--- config.mk ---
export PLATFORM = sky130hd
export DESIGN_NAME = inst_fetch_queue
export DESIGN_NICKNAME = d
export VERILOG_FILES = /design/src/rtl/inst_fetch_queue.sv
export SDC_FILE = /design/constraint.sdc
export NUM_CORES = 1
export LEC_CHECK = 0
export ABC_AREA = 0
export CORE_ASPECT_RATIO = 1.75
export CORE_MARGIN = 2
export CORE_UTILIZATION = 60
export CTS_CLUSTER_SIZE = 12
export DETAILED_ROUTE_END_ITERATION = 6
export PLACE_DENSITY = 0.82
export SLEW_MARGIN = 20
export SYNTH_ARGS = -nofsm -noshare
export SYNTH_HDL_FRONTEND = slang
export SYNTH_SLANG_ARGS = --single-unit
--- constraint.sdc ---
create_clock -name clk -period 7.65 [get_ports clk]
set_clock_uncertainty 0.15 [all_clocks]
set_input_delay 1.1475 -clock clk [delete_from_list [all_inputs] [get_ports clk]]
set_output_delay 1.1475 -clock clk [all_outputs]
set_load 0.005 [all_outputs]
--- src/rtl/inst_fetch_queue.sv ---
// Dual-issue fetch queue: circular buffer of {inst, pc}, FWFT slots A/B from the head.
// Push visible one cycle after its edge; in_ready only when two free entries remain.
module inst_fetch_queue #(
  parameter int          DEPTH    = 8,
  parameter int          PTR_W    = 3,
  parameter logic [31:0] NOP_INST = 32'h00000013
) (
  input  logic             clk,
  input  logic             rst,
  input  logic             flush,
  input  logic             in_valid,
  input  logic [1:0]       in_cnt,
  input  logic [31:0]      in_inst0,
  input  logic [31:0]      in_inst1,
  input  logic [31:0]      in_pc,
  output logic             in_ready,
  output logic [31:0]      instA,
  output logic [31:0]      instB,
  output logic [31:0]      pcA,
  output logic [31:0]      pcB,
  output logic             validA,
  output logic             validB,
  input  logic             dec_ready,
  output logic [PTR_W:0]   count
);

  typedef struct packed {
    logic [31:0] inst;
    logic [31:0] pc;
  } entry_t;

  entry_t           mem_q [DEPTH];
  logic [PTR_W-1:0] rd_ptr_q, rd_ptr_d;
  logic [PTR_W-1:0] wr_ptr_q, wr_ptr_d;
  logic [PTR_W:0]   count_q, count_d;

  logic [PTR_W-1:0] rd_ptr_p1;
  logic [PTR_W-1:0] wr_ptr_p1;
  logic             cnt_legal;
  logic [1:0]       push_n;
  logic [1:0]       pop_n;
  entry_t           head_a;
  entry_t           head_b;

  assign rd_ptr_p1 = rd_ptr_q + PTR_W'(1);
  assign wr_ptr_p1 = wr_ptr_q + PTR_W'(1);

  // Acceptance looks only at registered occupancy, so a same-cycle pop never helps.
  assign in_ready  = (count_q <= (PTR_W+1)'(DEPTH - 2));
  assign cnt_legal = (in_cnt == 2'd1) || (in_cnt == 2'd2);
  assign push_n    = (in_valid && in_ready && !flush && cnt_legal) ? in_cnt : 2'd0;

  assign validA = (count_q != '0);
  assign validB = (count_q >= (PTR_W+1)'(2));
  assign pop_n  = dec_ready ? ({1'b0, validA} + {1'b0, validB}) : 2'd0;

  assign head_a = mem_q[rd_ptr_q];
  assign head_b = mem_q[rd_ptr_p1];

  always_comb begin
    instA = NOP_INST;
    pcA   = '0;
    instB = NOP_INST;
    pcB   = '0;
    if (validA) begin
      instA = head_a.inst;
      pcA   = head_a.pc;
    end
    if (validB) begin
      instB = head_b.inst;
      pcB   = head_b.pc;
    end
  end

  assign count = count_q;

  always_comb begin
    rd_ptr_d = rd_ptr_q + PTR_W'(pop_n);
    wr_ptr_d = wr_ptr_q + PTR_W'(push_n);
    count_d  = count_q + (PTR_W+1)'(push_n) - (PTR_W+1)'(pop_n);
  end

  always_ff @(posedge clk) begin
    if (rst || flush) begin
      rd_ptr_q <= '0;
      wr_ptr_q <= '0;
      count_q  <= '0;
    end else begin
      rd_ptr_q <= rd_ptr_d;
      wr_ptr_q <= wr_ptr_d;
      count_q  <= count_d;
    end
  end

  // Entry storage carries no reset; push_n is already zero under flush.
  always_ff @(posedge clk) begin
    if (!rst && push_n != 2'd0) begin
      mem_q[wr_ptr_q] <= '{inst: in_inst0, pc: in_pc};
    end
    if (!rst && push_n == 2'd2) begin
      mem_q[wr_ptr_p1] <= '{inst: in_inst1, pc: in_pc + 32'd4};
    end
  end

endmodule

**I/O nets highlighted**

Scale bar: 50 um.
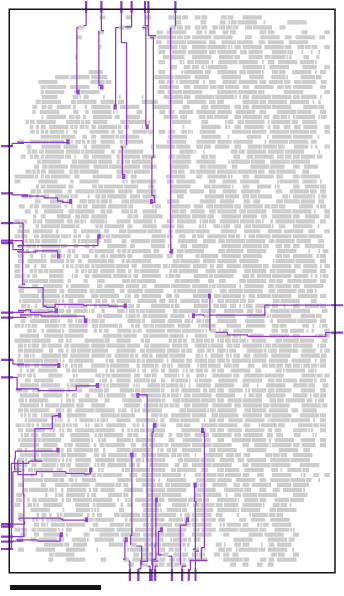
- purple: pcB (direction output; end cells 32; wire 2050 um)

**Where the registers sit**

Scale bar: 50 um.
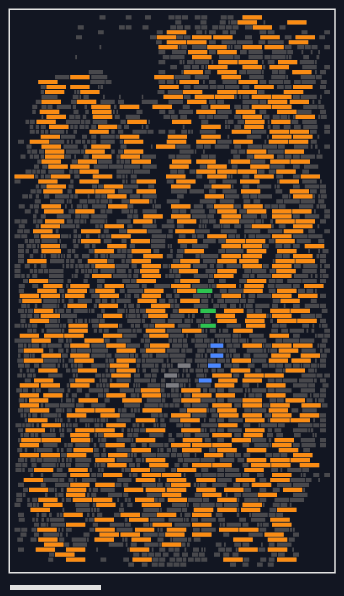
- green: rd_ptr_q (flops 3)
- orange: mem_q (flops 512; where widely spread)
- blue: count (flops 4)
- not coloured: 3

**M1 wires**

Scale bar: 50 um. Supply wires on this layer in grey. Cells faint in the background.
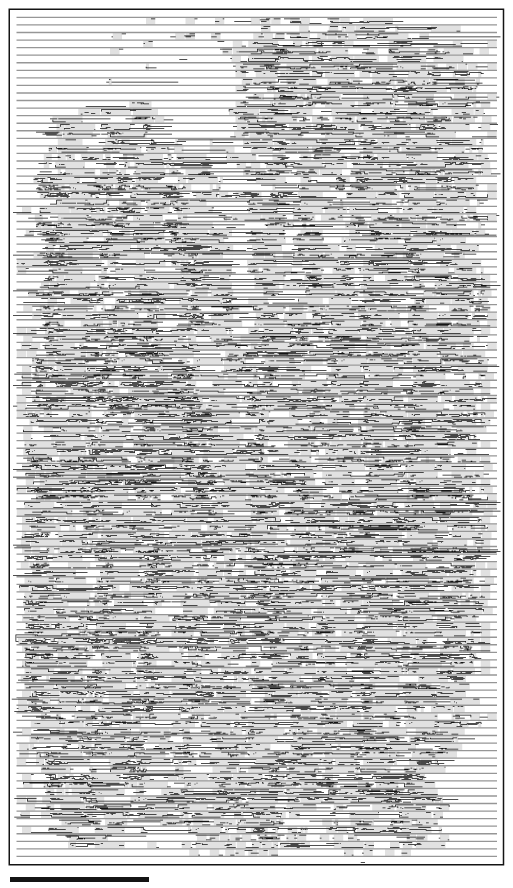
- share of all routed wire: 33%
- wire length on this layer: 29.2 mm

**Routing congestion**

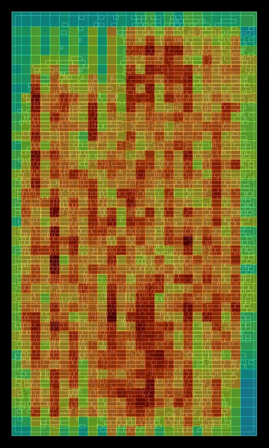
Wirelength per Cell: 29.4 um
met2 usage: 0.581

**Signal wires by layer**

Only two layers are drawn.
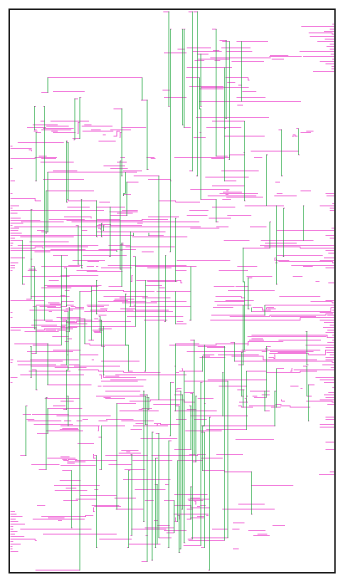
- magenta: met3 (wire length 8290 um)
- green: met4 (wire length 5050 um)

==> flow_summary_export.csv <==
group,metric,value,unit
outcome,status,"finished clean",
setup_path,worstPathArrival,3.96,ns
yosys,ys_top_cells_by_area,"edfxtp_1 (49%), mux4_2 (18%), mux2_2 (8.4%), xnor2_1 (4.9%), mux2i_1 (2.0%)",
final_layout,fin_nets,2443,
yosys,ys_seq_share,0.494,
setup_path,r2r-start,"count[3]",
pwr,pwr_density_cell,235,nW/um2
yosys,top_area_cell,"edfxtp_1",
place,dp_slack,2.46,ns
timing,final_hold_viol_count,0,
final_layout,clkCellAreaFrac,0.0388,
setup_path,critPathMaxFanout,67,
floorplan,fp.dieH,307,um
yosys,yosys.cell_types.count,52,
clocking,insertion_delay,0.58,ns
setup_path,startpoint,"rd_ptr_q[0]",
pwr,power_switching,2.53,mW
setup_path,r2r_setup_slack,3.43,ns
yosys,netlist_logic_family_top,"multiplexers",
setup_path,cp_top_family,"buffers and inverters",
place,place_inst,2950,
timing,drv_slew,0,
pwr,p_clk,2.27,mW
global_routing,grt_max_degree,82,
final_layout,seq_cell_count,522,
final_layout,comb_share,0.424,
yosys,ys_sh_aoi,0.0122,
worst_hold_path,hp-class,"flop to flop",
routing,routedLengthMet1,29200,um
global_routing,grt_util_all_layers,0.332,
timing,setup_viol,0,
timing,relSlewSlack,0.209,
routing,drt_iter0_markers,2497,
worst_hold_path,hold_start,"wr_ptr_q[1]",
pwr,switching_share,0.300,
setup_path,crit_path_top_delay_cell,"buf_4",
floorplan,boundaryPins,238,
setup_path,crit_path_end,"pcA[9]",
floorplan,fp-utilization,0.604,
pwr,pg_comb,2.98,mW
pwr,maxPowerGroup,"registers",
clocking,cts_buffers,50,
pwr,p_leak,10.8,nW
final_layout,nFillCells,3580,
setup_path,path_buffers,3,
pwr,internal_power,5.91,mW
worst_hold_path,hold_depth,3,
final_layout,syn_to_final_growth,14.0,%
final_layout,lay_top_count,"edfxtp_1",
routing,vias,21313,
final_layout,drive_above_1_share,0.279,
setup_path,crit_chain,"buf_6 > buf_4 > mux4_2 > mux2i_1 > nor2_1 > clkdlybuf4s50_1",
pwr,finalPower,8.44,mW
global_routing,grt_pass1_vias,22289,
timing,period_used_share,0.687,
place,post-dp-hpwl,53200,um
final_layout,regArea,15600,um2
setup_path,cp-start-kind,"flop",
final_layout,clock_buffers,78,
routing,wirelength,89400,um
yosys,mux_share,0.297,
place,io_buffers,237,
yosys,synth-xor-area-share,0.0669,
final_layout,regMostFlops,"mem_q",
pwr,irDropWorstVdd,0.239,mV
clocking,cts_resized,0,
setup_path,timing.rr.end,"count[3]",
pwr,p_clk_frac,0.268,
place,placed_area,34500,um2
yosys,top_cell_area_share,0.487,
pwr,p_seq,3.20,mW
final_layout,largest_cell_class,"registers",
floorplan,rows,111,
global_routing,grt_overflow,0,
timing,hold_slack,0.558,ns
final_layout,inverters_excl_clock,11,
yosys,ys_cells,2198,
routing,route.met3.wl,8290,um
yosys,fa_ha_area_frac,0.00730,
clocking,cts.hold.buffers_added,0,
routing,drt-pass1-iter-count,5,
routing,drc,0,
clocking,cts_tree,"yes",
routing,drtAntennaViolNets,0,
yosys,synthFlopType,"edfxtp_1",
timing,grt_setup_unrepaired,"no",
clocking,cts_max_path_buffers,3,
routing,dr.max_layer_used,"met5",
final_layout,fin_cells,3039,
timing,worst_slew_pin_slew,1.19,ns
final_layout,comb_cells,1454,
final_layout,n_antenna_cell,7,
yosys,yosysWarnings,0,
final_layout,fin_util,0.689,
final_layout,logic_area,15200,um2
Power and IR drop assume default switching activity.
